==> run_1/m1.png <==
The bar under the picture is 50 um long. Supply wires on this layer in gray.
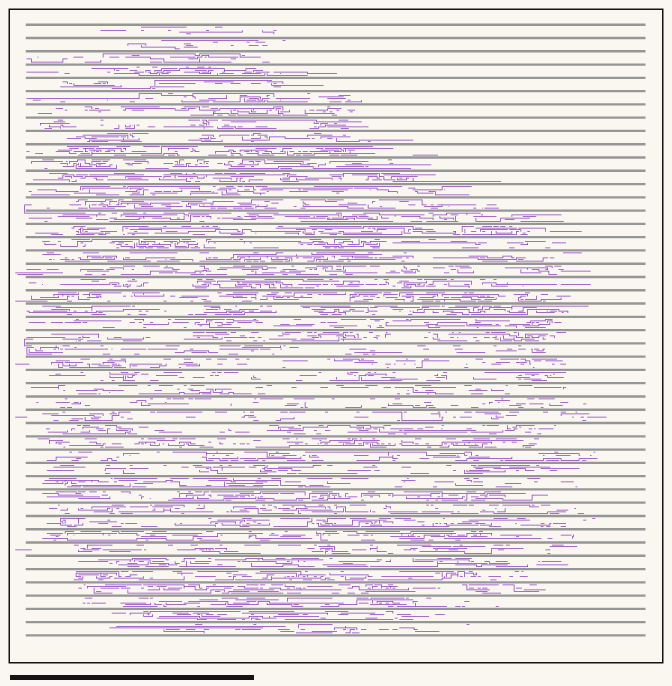
==> run_1/m2.png <==
Cells faint in the background.
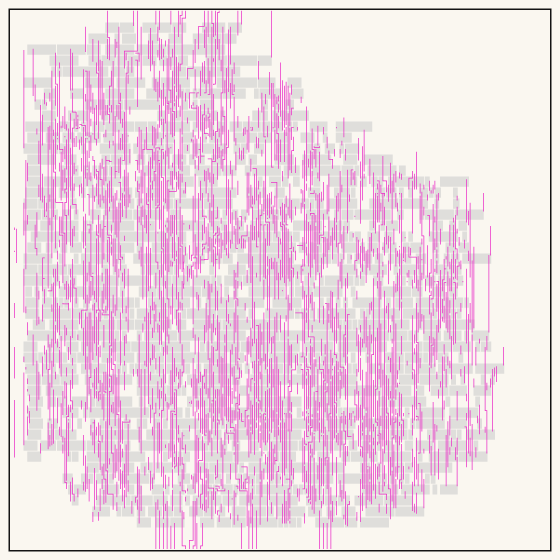
==> run_1/m3.png <==
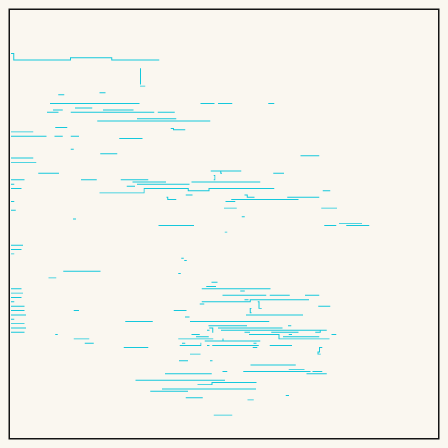
--- config.mk ---
export PLATFORM = sky130hd
export DESIGN_NAME = fp_mult_pipe
export DESIGN_NICKNAME = d
export VERILOG_FILES = /design/src/rtl/fp_pkg.sv /design/src/rtl/fp_unpack.sv /design/src/rtl/fp_mult_pipe.sv
export SDC_FILE = /design/constraint.sdc
export NUM_CORES = 1
export LEC_CHECK = 0
export CAP_MARGIN = 5
export CORE_MARGIN = 3
export CORE_UTILIZATION = 55
export DETAILED_ROUTE_END_ITERATION = 10
export PLACE_DENSITY = 0.87
export SLEW_MARGIN = 20
export SYNTH_ARGS = -nofsm -noshare
export SYNTH_HDL_FRONTEND = slang
export SYNTH_HIERARCHICAL = 1
export SYNTH_SLANG_ARGS = --single-unit
--- constraint.sdc ---
create_clock -name clk -period 6.95 [get_ports clk]
set_input_delay 1.39 -clock clk [delete_from_list [all_inputs] [get_ports clk]]
set_output_delay 1.39 -clock clk [all_outputs]
set_load 0.1 [all_outputs]
--- src/rtl/fp_pkg.sv ---
// rtl/fp_pkg.sv - shared class, flag, rounding encodings and format helpers for the FP multiplier
package fp_pkg;

    // Operand classes
    localparam logic [1:0] CLS_ZERO = 2'd0;
    localparam logic [1:0] CLS_NORM = 2'd1;
    localparam logic [1:0] CLS_INF  = 2'd2;
    localparam logic [1:0] CLS_NAN  = 2'd3;

    // Bit positions inside the 5-bit flags word
    localparam int FLG_INV  = 4;
    localparam int FLG_OVF  = 3;
    localparam int FLG_UNF  = 2;
    localparam int FLG_INX  = 1;
    localparam int FLG_ZERO = 0;

    // Rounding modes
    localparam logic RND_RNE   = 1'b0;
    localparam logic RND_TRUNC = 1'b1;

    // Product outcome decided purely from the operand classes
    localparam logic [1:0] SPC_NONE = 2'd0;
    localparam logic [1:0] SPC_NAN  = 2'd1;
    localparam logic [1:0] SPC_INF  = 2'd2;
    localparam logic [1:0] SPC_ZERO = 2'd3;

    function automatic int fp_bias(input int exp_w);
        return (1 << (exp_w - 1)) - 1;
    endfunction

    // Quiet NaN: sign 0, exponent all ones, only the fraction MSB set
    function automatic logic [63:0] fp_qnan(input int exp_w, input int man_w);
        return (((64'd1 << exp_w) - 64'd1) << man_w) | (64'd1 << (man_w - 1));
    endfunction

    // Largest finite magnitude (no sign bit)
    function automatic logic [63:0] fp_max_finite(input int exp_w, input int man_w);
        return (((64'd1 << exp_w) - 64'd2) << man_w) | ((64'd1 << man_w) - 64'd1);
    endfunction

    // NaN beats Inf beats Zero; Inf x Zero is invalid
    function automatic logic [1:0] fp_special(input logic [1:0] ca, input logic [1:0] cb);
        if (ca == CLS_NAN || cb == CLS_NAN ||
            (ca == CLS_INF && cb == CLS_ZERO) || (ca == CLS_ZERO && cb == CLS_INF))
            return SPC_NAN;
        else if (ca == CLS_INF || cb == CLS_INF)
            return SPC_INF;
        else if (ca == CLS_ZERO || cb == CLS_ZERO)
            return SPC_ZERO;
        else
            return SPC_NONE;
    endfunction

endpackage

--- src/rtl/fp_unpack.sv ---
// rtl/fp_unpack.sv - per-operand field split, classification and flush-to-zero
module fp_unpack
    import fp_pkg::*;
#(
    parameter int EXP_W = 5,
    parameter int MAN_W = 10
) (
    input  logic [EXP_W+MAN_W:0] x,
    output logic                 sign,
    output logic [EXP_W-1:0]     exp_f,
    output logic [MAN_W:0]       man,
    output logic [1:0]           cls
);

    logic [EXP_W-1:0] e;
    logic [MAN_W-1:0] f;

    // Split fields, classify, and flush zero/subnormal operands to a clean zero
    always_comb begin
        sign  = x[EXP_W+MAN_W];
        e     = x[EXP_W+MAN_W-1 -: EXP_W];
        f     = x[MAN_W-1:0];
        exp_f = e;
        man   = {1'b1, f};
        cls   = CLS_NORM;
        if (e == '1) begin
            cls = (f != '0) ? CLS_NAN : CLS_INF;
        end else if (e == '0) begin
            cls   = CLS_ZERO;
            exp_f = '0;
            man   = '0;
        end
    end

endmodule

--- src/rtl/fp_mult_pipe.sv ---
// rtl/fp_mult_pipe.sv - three-stage parametrised floating-point multiplier with valid/ready
module fp_mult_pipe
    import fp_pkg::*;
#(
    parameter int EXP_W = 5,
    parameter int MAN_W = 10
) (
    input  logic                 clk,
    input  logic                 rst,
    input  logic                 in_valid,
    output logic                 in_ready,
    input  logic [EXP_W+MAN_W:0] a,
    input  logic [EXP_W+MAN_W:0] b,
    input  logic                 rnd_mode,
    output logic                 out_valid,
    input  logic                 out_ready,
    output logic [EXP_W+MAN_W:0] result,
    output logic [4:0]           flags
);

    localparam int DWIDTH = 1 + EXP_W + MAN_W;
    localparam int EW     = EXP_W + 2;
    localparam int PW     = 2 * MAN_W + 2;

    localparam logic [EW-1:0]     BIAS    = EW'(fp_bias(EXP_W));
    localparam logic [EW-1:0]     EXP_TOP = EW'((1 << EXP_W) - 1);
    localparam logic [DWIDTH-1:0] QNAN    = DWIDTH'(fp_qnan(EXP_W, MAN_W));
    localparam logic [DWIDTH-2:0] MAXF    = (DWIDTH-1)'(fp_max_finite(EXP_W, MAN_W));
    localparam logic [DWIDTH-2:0] INF_MAG = {{EXP_W{1'b1}}, {MAN_W{1'b0}}};

    logic stall, adv, accept;
    logic rdy_q, rdy_d;

    logic              ua_sign, ub_sign;
    logic [EXP_W-1:0]  ua_exp, ub_exp;
    logic [MAN_W:0]    ua_man, ub_man;
    logic [1:0]        ua_cls, ub_cls;

    logic              s1_valid_q, s1_valid_d, s1_sign_q, s1_sign_d, s1_rnd_q, s1_rnd_d;
    logic [EW-1:0]     s1_exp_q, s1_exp_d;
    logic [MAN_W:0]    s1_ma_q, s1_ma_d, s1_mb_q, s1_mb_d;
    logic [1:0]        s1_spc_q, s1_spc_d;

    logic              s2_valid_q, s2_valid_d, s2_sign_q, s2_sign_d, s2_rnd_q, s2_rnd_d;
    logic [EW-1:0]     s2_exp_q, s2_exp_d;
    logic [PW-1:0]     s2_prod_q, s2_prod_d;
    logic [1:0]        s2_spc_q, s2_spc_d;

    logic              out_valid_q, out_valid_d;
    logic [DWIDTH-1:0] result_q, result_d;
    logic [4:0]        flags_q, flags_d;

    logic              top, guard, sticky, rnd_up;
    logic [PW-1:0]     shifted;
    logic [MAN_W:0]    kept;
    logic [MAN_W+1:0]  man_r;
    logic [MAN_W-1:0]  frac_r;
    logic [EW-1:0]     exp_r;
    logic [DWIDTH-1:0] pack_res;
    logic [4:0]        pack_flg;

    assign stall     = out_valid_q & ~out_ready;
    assign adv       = ~stall;
    assign in_ready  = rst & rdy_q & ~stall;
    assign accept    = in_valid & in_ready;
    assign out_valid = out_valid_q;
    assign result    = result_q;
    assign flags     = flags_q;

    fp_unpack #(.EXP_W(EXP_W), .MAN_W(MAN_W)) u_unpack_a (
        .x(a), .sign(ua_sign), .exp_f(ua_exp), .man(ua_man), .cls(ua_cls)
    );

    fp_unpack #(.EXP_W(EXP_W), .MAN_W(MAN_W)) u_unpack_b (
        .x(b), .sign(ub_sign), .exp_f(ub_exp), .man(ub_man), .cls(ub_cls)
    );

    // Stage 1/2 next state: classify and sum exponents, then multiply mantissas; hold on stall
    always_comb begin
        rdy_d      = 1'b1;
        s1_valid_d = s1_valid_q;
        s1_sign_d  = s1_sign_q;
        s1_rnd_d   = s1_rnd_q;
        s1_exp_d   = s1_exp_q;
        s1_ma_d    = s1_ma_q;
        s1_mb_d    = s1_mb_q;
        s1_spc_d   = s1_spc_q;
        s2_valid_d = s2_valid_q;
        s2_sign_d  = s2_sign_q;
        s2_rnd_d   = s2_rnd_q;
        s2_exp_d   = s2_exp_q;
        s2_prod_d  = s2_prod_q;
        s2_spc_d   = s2_spc_q;
        if (adv) begin
            s1_valid_d = accept;
            s1_sign_d  = ua_sign ^ ub_sign;
            s1_rnd_d   = rnd_mode;
            s1_exp_d   = {2'b00, ua_exp} + {2'b00, ub_exp} - BIAS;
            s1_ma_d    = ua_man;
            s1_mb_d    = ub_man;
            s1_spc_d   = fp_special(ua_cls, ub_cls);
            s2_valid_d = s1_valid_q;
            s2_sign_d  = s1_sign_q;
            s2_rnd_d   = s1_rnd_q;
            s2_exp_d   = s1_exp_q;
            s2_prod_d  = PW'(s1_ma_q) * PW'(s1_mb_q);
            s2_spc_d   = s1_spc_q;
        end
    end

    // Stage 3 datapath: normalise, round, pack, then override with special results
    always_comb begin
        top     = s2_prod_q[PW-1];
        shifted = top ? s2_prod_q : {s2_prod_q[PW-2:0], 1'b0};
        kept    = shifted[PW-1 -: MAN_W+1];
        guard   = shifted[MAN_W];
        sticky  = |shifted[MAN_W-1:0];
        rnd_up  = (s2_rnd_q == RND_RNE) & guard & (sticky | kept[0]);
        man_r   = {1'b0, kept} + {{(MAN_W+1){1'b0}}, rnd_up};
        // A rounding carry leaves 10.00..0; renormalise by one more place
        frac_r  = man_r[MAN_W+1] ? man_r[MAN_W:1] : man_r[MAN_W-1:0];
        exp_r   = s2_exp_q + {{(EW-1){1'b0}}, top} + {{(EW-1){1'b0}}, man_r[MAN_W+1]};

        pack_res = {s2_sign_q, exp_r[EXP_W-1:0], frac_r};
        pack_flg = '0;
        pack_flg[FLG_INX] = guard | sticky;

        if (!exp_r[EW-1] && exp_r >= EXP_TOP) begin
            pack_res = {s2_sign_q, (s2_rnd_q == RND_TRUNC) ? MAXF : INF_MAG};
            pack_flg[FLG_OVF] = 1'b1;
            pack_flg[FLG_INX] = 1'b1;
        end else if (exp_r[EW-1] || exp_r == '0) begin
            pack_res = {s2_sign_q, {(DWIDTH-1){1'b0}}};
            pack_flg[FLG_UNF]  = 1'b1;
            pack_flg[FLG_INX]  = 1'b1;
            pack_flg[FLG_ZERO] = 1'b1;
        end

        case (s2_spc_q)
            SPC_NAN: begin
                pack_res = QNAN;
                pack_flg = '0;
                pack_flg[FLG_INV] = 1'b1;
            end
            SPC_INF: begin
                pack_res = {s2_sign_q, INF_MAG};
                pack_flg = '0;
            end
            SPC_ZERO: begin
                pack_res = {s2_sign_q, {(DWIDTH-1){1'b0}}};
                pack_flg = '0;
                pack_flg[FLG_ZERO] = 1'b1;
            end
            default: ;
        endcase
    end

    // Output register next state: result/flags only change when a valid item moves in
    always_comb begin
        out_valid_d = out_valid_q;
        result_d    = result_q;
        flags_d     = flags_q;
        if (adv) begin
            out_valid_d = s2_valid_q;
            if (s2_valid_q) begin
                result_d = pack_res;
                flags_d  = pack_flg;
            end
        end
    end

    // Pipeline registers with synchronous active-low reset
    always_ff @(posedge clk) begin
        if (!rst) begin
            rdy_q       <= 1'b0;
            s1_valid_q  <= 1'b0;
            s1_sign_q   <= 1'b0;
            s1_rnd_q    <= 1'b0;
            s1_exp_q    <= '0;
            s1_ma_q     <= '0;
            s1_mb_q     <= '0;
            s1_spc_q    <= '0;
            s2_valid_q  <= 1'b0;
            s2_sign_q   <= 1'b0;
            s2_rnd_q    <= 1'b0;
            s2_exp_q    <= '0;
            s2_prod_q   <= '0;
            s2_spc_q    <= '0;
            out_valid_q <= 1'b0;
            result_q    <= '0;
            flags_q     <= '0;
        end else begin
            rdy_q       <= rdy_d;
            s1_valid_q  <= s1_valid_d;
            s1_sign_q   <= s1_sign_d;
            s1_rnd_q    <= s1_rnd_d;
            s1_exp_q    <= s1_exp_d;
            s1_ma_q     <= s1_ma_d;
            s1_mb_q     <= s1_mb_d;
            s1_spc_q    <= s1_spc_d;
            s2_valid_q  <= s2_valid_d;
            s2_sign_q   <= s2_sign_d;
            s2_rnd_q    <= s2_rnd_d;
            s2_exp_q    <= s2_exp_d;
            s2_prod_q   <= s2_prod_d;
            s2_spc_q    <= s2_spc_d;
            out_valid_q <= out_valid_d;
            result_q    <= result_d;
            flags_q     <= flags_d;
        end
    end

endmodule

==> impl_metrics.ini, run 1 <==
; implementation run metrics
[final_timing]
finalCritPeriodShare_pct = 77.7
skew_ps = 10.5
worst_pin_slew_ps = 999
relSlewSlack_pct = 33.2
holdWs_ps = 453
period_minus_slack_ps = 5400
hold_viol_final = 0
rsz0062_at_grt = false
final.setup.tns_ps = 0
fmax_mhz = 185
fin_ws_ps = 1550
report.final.slew_viol_count = 0
setup_viol = 0

[min_path]
hold_start = s1_exp_q[2]$_SDFFE_PN0N_
min_path_type = reg -> reg

[setup_path]
endpoint_kind = flop
critPathKind = reg -> reg
start_kind = flop
crit_required_ps = 7200
r2r_start = s1_ma_q[3]$_SDFFE_PN0N_
cp.arrival_ps = 5650
path_max_fanout = 12
cp-startpoint = s1_ma_q[3]$_SDFFE_PN0N_

[detailed_routing]
dr.pass1.iters = 5
wire_per_inst_um = 16.0
drt_first_iter_violations = 725
ant_nets = 0
routed_via_density = 5.78
drc = 0

[finish]
logic_area_sq_mm = 0.00634
seq_area_share_pct = 18.5
areaGrowthSynthToFinish_pct = 9.74
buf_share_pct = 6.47
lay_top_count = nand2_1
fillCellCount = 1351
inv_count = 122
comb_share_pct = 64.5
drive_above_1_share_pct = 5.77
clock_area_share_pct = 3.07
lay_top_cells = nand2_1 (180), inv_1 (119), dfxtp_1 (91)
num-nonclk-buffers = 65
nets = 1282
seq_area_sq_mm = 0.00182
antenna_cells = 0
layout.comb_gates.multi_input = 798
final_util_pct = 61.8
stdcell_area_sq_mm = 0.00982
ff_count = 91
fin_cells = 1308
largest_class = combinational gates
num-clock-buffers = 9

[place]
portBuffers = 59
dp_slack_ps = 1730
dp_hpwl_mm = 15.8
place_area_sq_mm = 0.00952
place.gp.congestion = 0.879
dpl.cell_count = 1292

[cts]
root_buffer = clkbuf_16
clk_latency_ps = 360
cts_buffer_depth = 2
htreeDepth = 3
post_cts_buffers = 0
cts_resized = 0
clkTransAtPathRegs_ps = 80
clock-sinks = 91
cts_hold_buffers = 0
cts_tree = done
cts_buffers = 9

[synth]
syn_area_sq_mm = 0.00895
topCombFamilyByArea = adder cells
ys_seq_share_pct = 20.3
fp_nets = 1281
ys_area_sq_mm = 0.00895
yosysUniqueCellTypes = 79
ys_sh_xor_pct = 1.96
ys_seq_elements = 91
synth_warnings = 6
compound_area_share_pct = 15.2
avgSynthCellArea_sq_um = 8.24
synthCells = 1086
ys.flop_type = dfxtp_1
synthArstFlopShare_pct = 0
edf_count = 0
synth-simple-area-share_pct = 23.5
adder_share_pct = 29.0
yosys_cells = 1086
ys_sh_mux_pct = 1.02

[global_route]
grt_max_degree = 71
overflow = 0
grtUsageTotal_pct = 24.3
grt_pass1_vias = 7723
grt_pass1_wl_mm = 35.8
antenna_found_initial = 0

[flow_run]
warnings = 29
max_cap_violations = 0

[die]
fp-row-count = 46
boundaryPins = 60
die_height_um = 134
core_area_sq_mm = 0.0159
n_tap_cell = 216
die_x_um = 134
die_area_sq_mm = 0.0178
initial_core_util_pct = 56.4

[pwr]
power.total_mw = 1.66
ir_drop_mv = 0.162
power.density_mw_per_mm2 = 169
p_leak_nw = 4.39

[outcome]
outcome = completed
Notes on m1.png above:
longest straight run	34.5 um
main direction	horizontal
nets with wire on the layer	1189
GRT met1 Usage: 30.2%
Via Count: 7554
Detailed Route WL: 20.9 mm

Notes on m2.png above:
nets with wire on the layer	1125
share of all routed wire	51%
main direction	vertical
longest straight run	46.2 um
wire length on this layer	10700 um
met2 Usage GRT: 43.4%

Notes on m3.png above:
wire length on this layer	1070 um
main direction	horizontal
longest straight run	35.0 um
share of all routed wire	5.1%
nets with wire on the layer	98
met3 usage in global routing: 3.06%

run 1: worst max-delay path, cell delays in order (launching register included):
cell and delay, ps:
dfxtp_1 630, nand2_1 160, fa_1 520, fa_1 490, inv_1 60, fa_1 500, fa_1 550, inv_1 60
fa_1 530, inv_1 40, ha_1 360, o211ai_1 160, a21boi_0 200, o2111ai_1 160, o21ai_0 360, a21boi_0 160
o311a_1 350
run 1: synthesized netlist by cell type (10+ instances only):
cell        n  area, sq um
clkbuf_1   58          218
ha_1       77          963
a211oi_1   10         75.1
fa_1       81         1620
dfxtp_1    91         1820
nor2_1     31          116
a22oi_1    10         75.1
nor2b_2    16          140
nand3_1    27          135
nand2_1   180          676
nor2b_1    11         68.8
o21ai_0    24          120
a21oi_1    79          395
and2_1     74          463
xnor2_1    12          105
nor3_1     15         75.1
inv_1     119          447
run 1: report_power, final:
part / switching, mW / internal, mW
logic: 0.300 / 0.230
clock network: 0.245 / 0.256
registers: 0.0653 / 0.565
run 1: routing by layer:
layer  track usage (%)  up-vias  wire length [um]
li1                  -     3601                 -
met1              30.2     3665              8600
met2              43.4      240             10700
met3              3.06       48              1070
met4              9.14        0               546
met5                 0        -                 0
run 1: worst paths after layout:
kind / cells past startpoint / to / slack [ps]
worst max-delay path: 16 / s2_prod_q[16]$_SDFFE_PN0N_ / 1550
worst min-delay path: 2 / s1_exp_q[2]$_SDFFE_PN0N_ / 450
worst max register to register: 16 / s2_prod_q[16]$_SDFFE_PN0N_ / 1550
worst min register to register: 2 / s1_exp_q[2]$_SDFFE_PN0N_ / 450
run 1: sequential cells by signal, indices dropped and copies added, names as in the netlist, 2 cells and up:
signal	count
s1_mb_q	11
s2_spc_q	2
s2_exp_q	7
s1_ma_q	11
s2_prod_q	22
flags	5
s1_spc_q	2
s1_exp_q	7
result	16
==> run_1/congestion_map.png <==
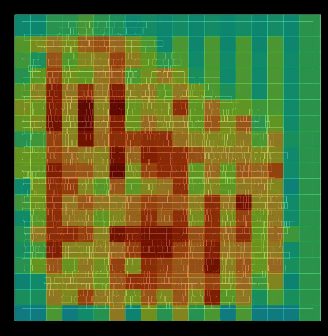

==> inputs of run 2 (changes only) <==
Clock period 6.95 ns to 5.16 ns, I/O delays scaled along.
==> run_2/congestion_map.png <==
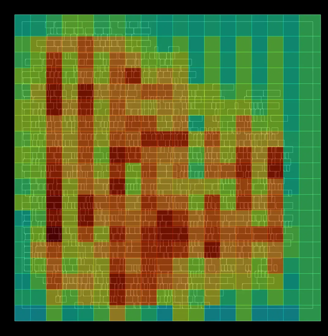
met2 Usage GRT: 43.0%
met3 usage in global routing: 4.80%
GRT Total Usage: 25.1%

==> run_2/m2.png <==
Cells faint in the background.
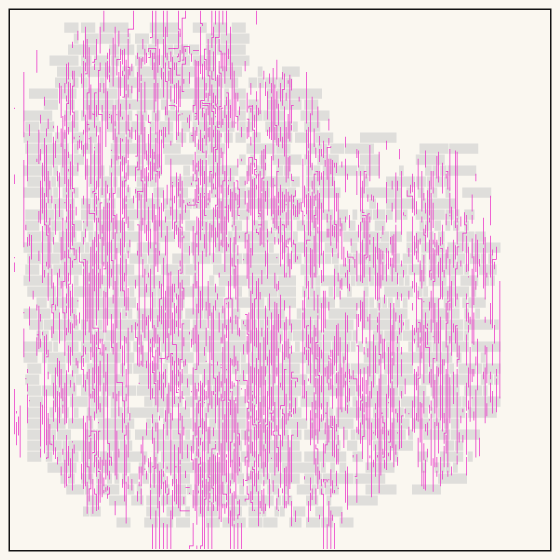
nets with wire on the layer	1157
longest straight run	47.9 um
wire length on this layer	10600 um
main direction	vertical
Detailed Route WL: 21.2 mm
Via Count: 7704

==> run_2/m1.png <==
The bar under the picture is 50 um long. Supply wires on this layer in gray.
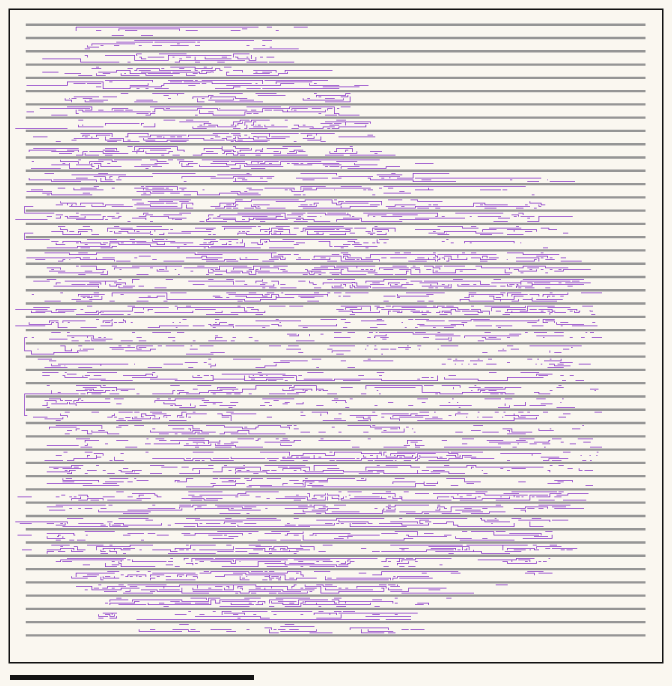
share of all routed wire	40%
main direction	horizontal
GRT met1 Usage: 30.9%

==> run 2 against run 1 <==
  * Clock power rose by 28%
  * Combinational power is 43% higher
  * Via count rose by 2.0%
  * Fmax is 9.1% higher
  * Core utilization increased by 1.2 points
  * Synthesized area unchanged
  * Cell count grew 1.5%
  * Design area grew 2.0%
  * Critical endpoint is now s2_prod_q[17]$_SDFFE_PN0N_
==> impl_metrics.ini, run 2 <==
; implementation run metrics
[outcome]
outcome = completed

[finish]
seq_area_sq_mm = 0.00184
lay_top_cells = nand2_1 (180), inv_1 (119), fa_1 (81)
nets = 1302
antenna_cells = 0
largest_register_ffs = 22
regMostFlops = s2_prod_q
stdcell_area_sq_mm = 0.0100
fillCellCount = 1342
areaGrowthSynthToFinish_pct = 11.9

[synth]
ys_area_sq_mm = 0.00895
synthArstFlopShare_pct = 0
top_cells_by_area = dfxtp_1 (20%), fa_1 (18%), ha_1 (11%)
ys_seq_elements = 91
yosysUniqueCellTypes = 79
synth_warnings = 6
fp_nets = 1281
top_cell_area_share_pct = 20.3
ys.flop_type = dfxtp_1
ys_seq_share_pct = 20.3
synthCells = 1086
common_cells = nand2_1 (180), inv_1 (119), dfxtp_1 (91), fa_1 (81), a21oi_1 (79)
post-synth-top-count-cell = nand2_1

[place]
dp_hpwl_mm = 16.3
place.gp.congestion = 0.925
place_area_sq_mm = 0.00968
dp_slack_ps = 61.8

[min_path]
holdPathStages = 2
whs_endpoint = s2_prod_q[8]$_SDFFE_PN0N_

[setup_path]
crit_buf_inv = 3
r2r_start = s1_mb_q[9]$_SDFFE_PN0N_
crit_required_ps = 5370
crit_chain = nand2_1 -> fa_1 -> fa_1 -> inv_1 -> fa_1 -> fa_1 -> inv_1 -> fa_1 -> inv_1 -> ha_1 -> a2111o_1 -> o211a_1 -> or3_1 -> nand3_1 -> a21oi_1
start_kind = flop
cp.depth = 15
r2r_cells = 15
r2r_end = s2_prod_q[17]$_SDFFE_PN0N_
slowest_delay_ps = 550
cp.arrival_ps = 5160
crit_family = adder cells

[global_route]
overflow = 0
grt_pass1_wl_mm = 36.6
grt_max_degree = 68

[cts]
clk_latency_ps = 360
clkTransAtPathRegs_ps = 60
cts_buffer_depth = 2
cts_tree = done
post_cts_buffers = 0

[final_timing]
rsz0062_at_grt = false
worst_pin_slew_ps = 1010
setup_viol = 0
fmax_mhz = 202
relSlewSlack_pct = 32.4
period_minus_slack_ps = 4950
holdWs_ps = 455
skew_ps = 11.8

[die]
initial_core_util_pct = 56.4
die_area_sq_mm = 0.0178
fp-row-count = 46
boundaryPins = 60
core_area_sq_mm = 0.0159
die_height_um = 134
die_x_um = 134

[flow_run]
warnings = 29

[pwr]
power.density_mw_per_mm2 = 223
clock_power_share_pct = 28.7
power.total_mw = 2.23
ir_drop_mv = 0.179
power.internal_mw = 1.44

[detailed_routing]
wire_per_inst_um = 16.0
drc = 0
[run 2: worst max-delay path by stage]
stage | start | end
3_5_place_dp | s1_mb_q[3]$_SDFFE_PN0N_ | s2_prod_q[16]$_SDFFE_PN0N_
5_1_grt | s1_mb_q[8]$_SDFFE_PN0N_ | s2_prod_q[19]$_SDFFE_PN0N_
2_1_floorplan | s1_ma_q[0]$_SDFFE_PN0N_ | s2_prod_q[17]$_SDFFE_PN0N_
6_report | s1_mb_q[9]$_SDFFE_PN0N_ | s2_prod_q[17]$_SDFFE_PN0N_
3_3_place_gp | s1_ma_q[6]$_SDFFE_PN0N_ | s2_prod_q[17]$_SDFFE_PN0N_
4_1_cts | s1_mb_q[3]$_SDFFE_PN0N_ | s2_prod_q[16]$_SDFFE_PN0N_
[run 2: layer usage]
metal  up-vias  part of all wire, %
li1       3654                    -
met1      3717                   40
met2       262                   50
met3        69                  5.6
met4         2                  3.8
met5         -                0.080
[run 2: area by class of cell]
type                            instances  share of cell area [%]
Timing Repair Buffer                   85                    7.82
Clock buffer                           12                    2.56
Inverter                              122                    4.57
Clock inverter                          4                   0.337
Sequential cell                        91                    18.3
Multi-Input combinational cell        798                    63.7
Tap cell                              216                    2.70
[run 2: worst reg2reg max path: stages, from the launching register on]
cell      delay, ps
dfxtp_1         360
nand2_1         110
fa_1            500
fa_1            550
inv_1            60
fa_1            500
fa_1            540
inv_1            60
fa_1            530
inv_1            40
ha_1            360
a2111o_1        410
o211a_1         270
or3_1           350
nand3_1          90
a21oi_1          80
[run 2: cells by family after synthesis]
logic type      share of synthesized area, %
buf+inv                                 8.97
compound gates                          15.2
xor+xnor                                1.96
mux                                     1.02
flops                                   20.3
fa+ha+maj                               29.0
simple gates                            23.5
Power figures rest on the tool's default switching activity, not on a simulated workload.
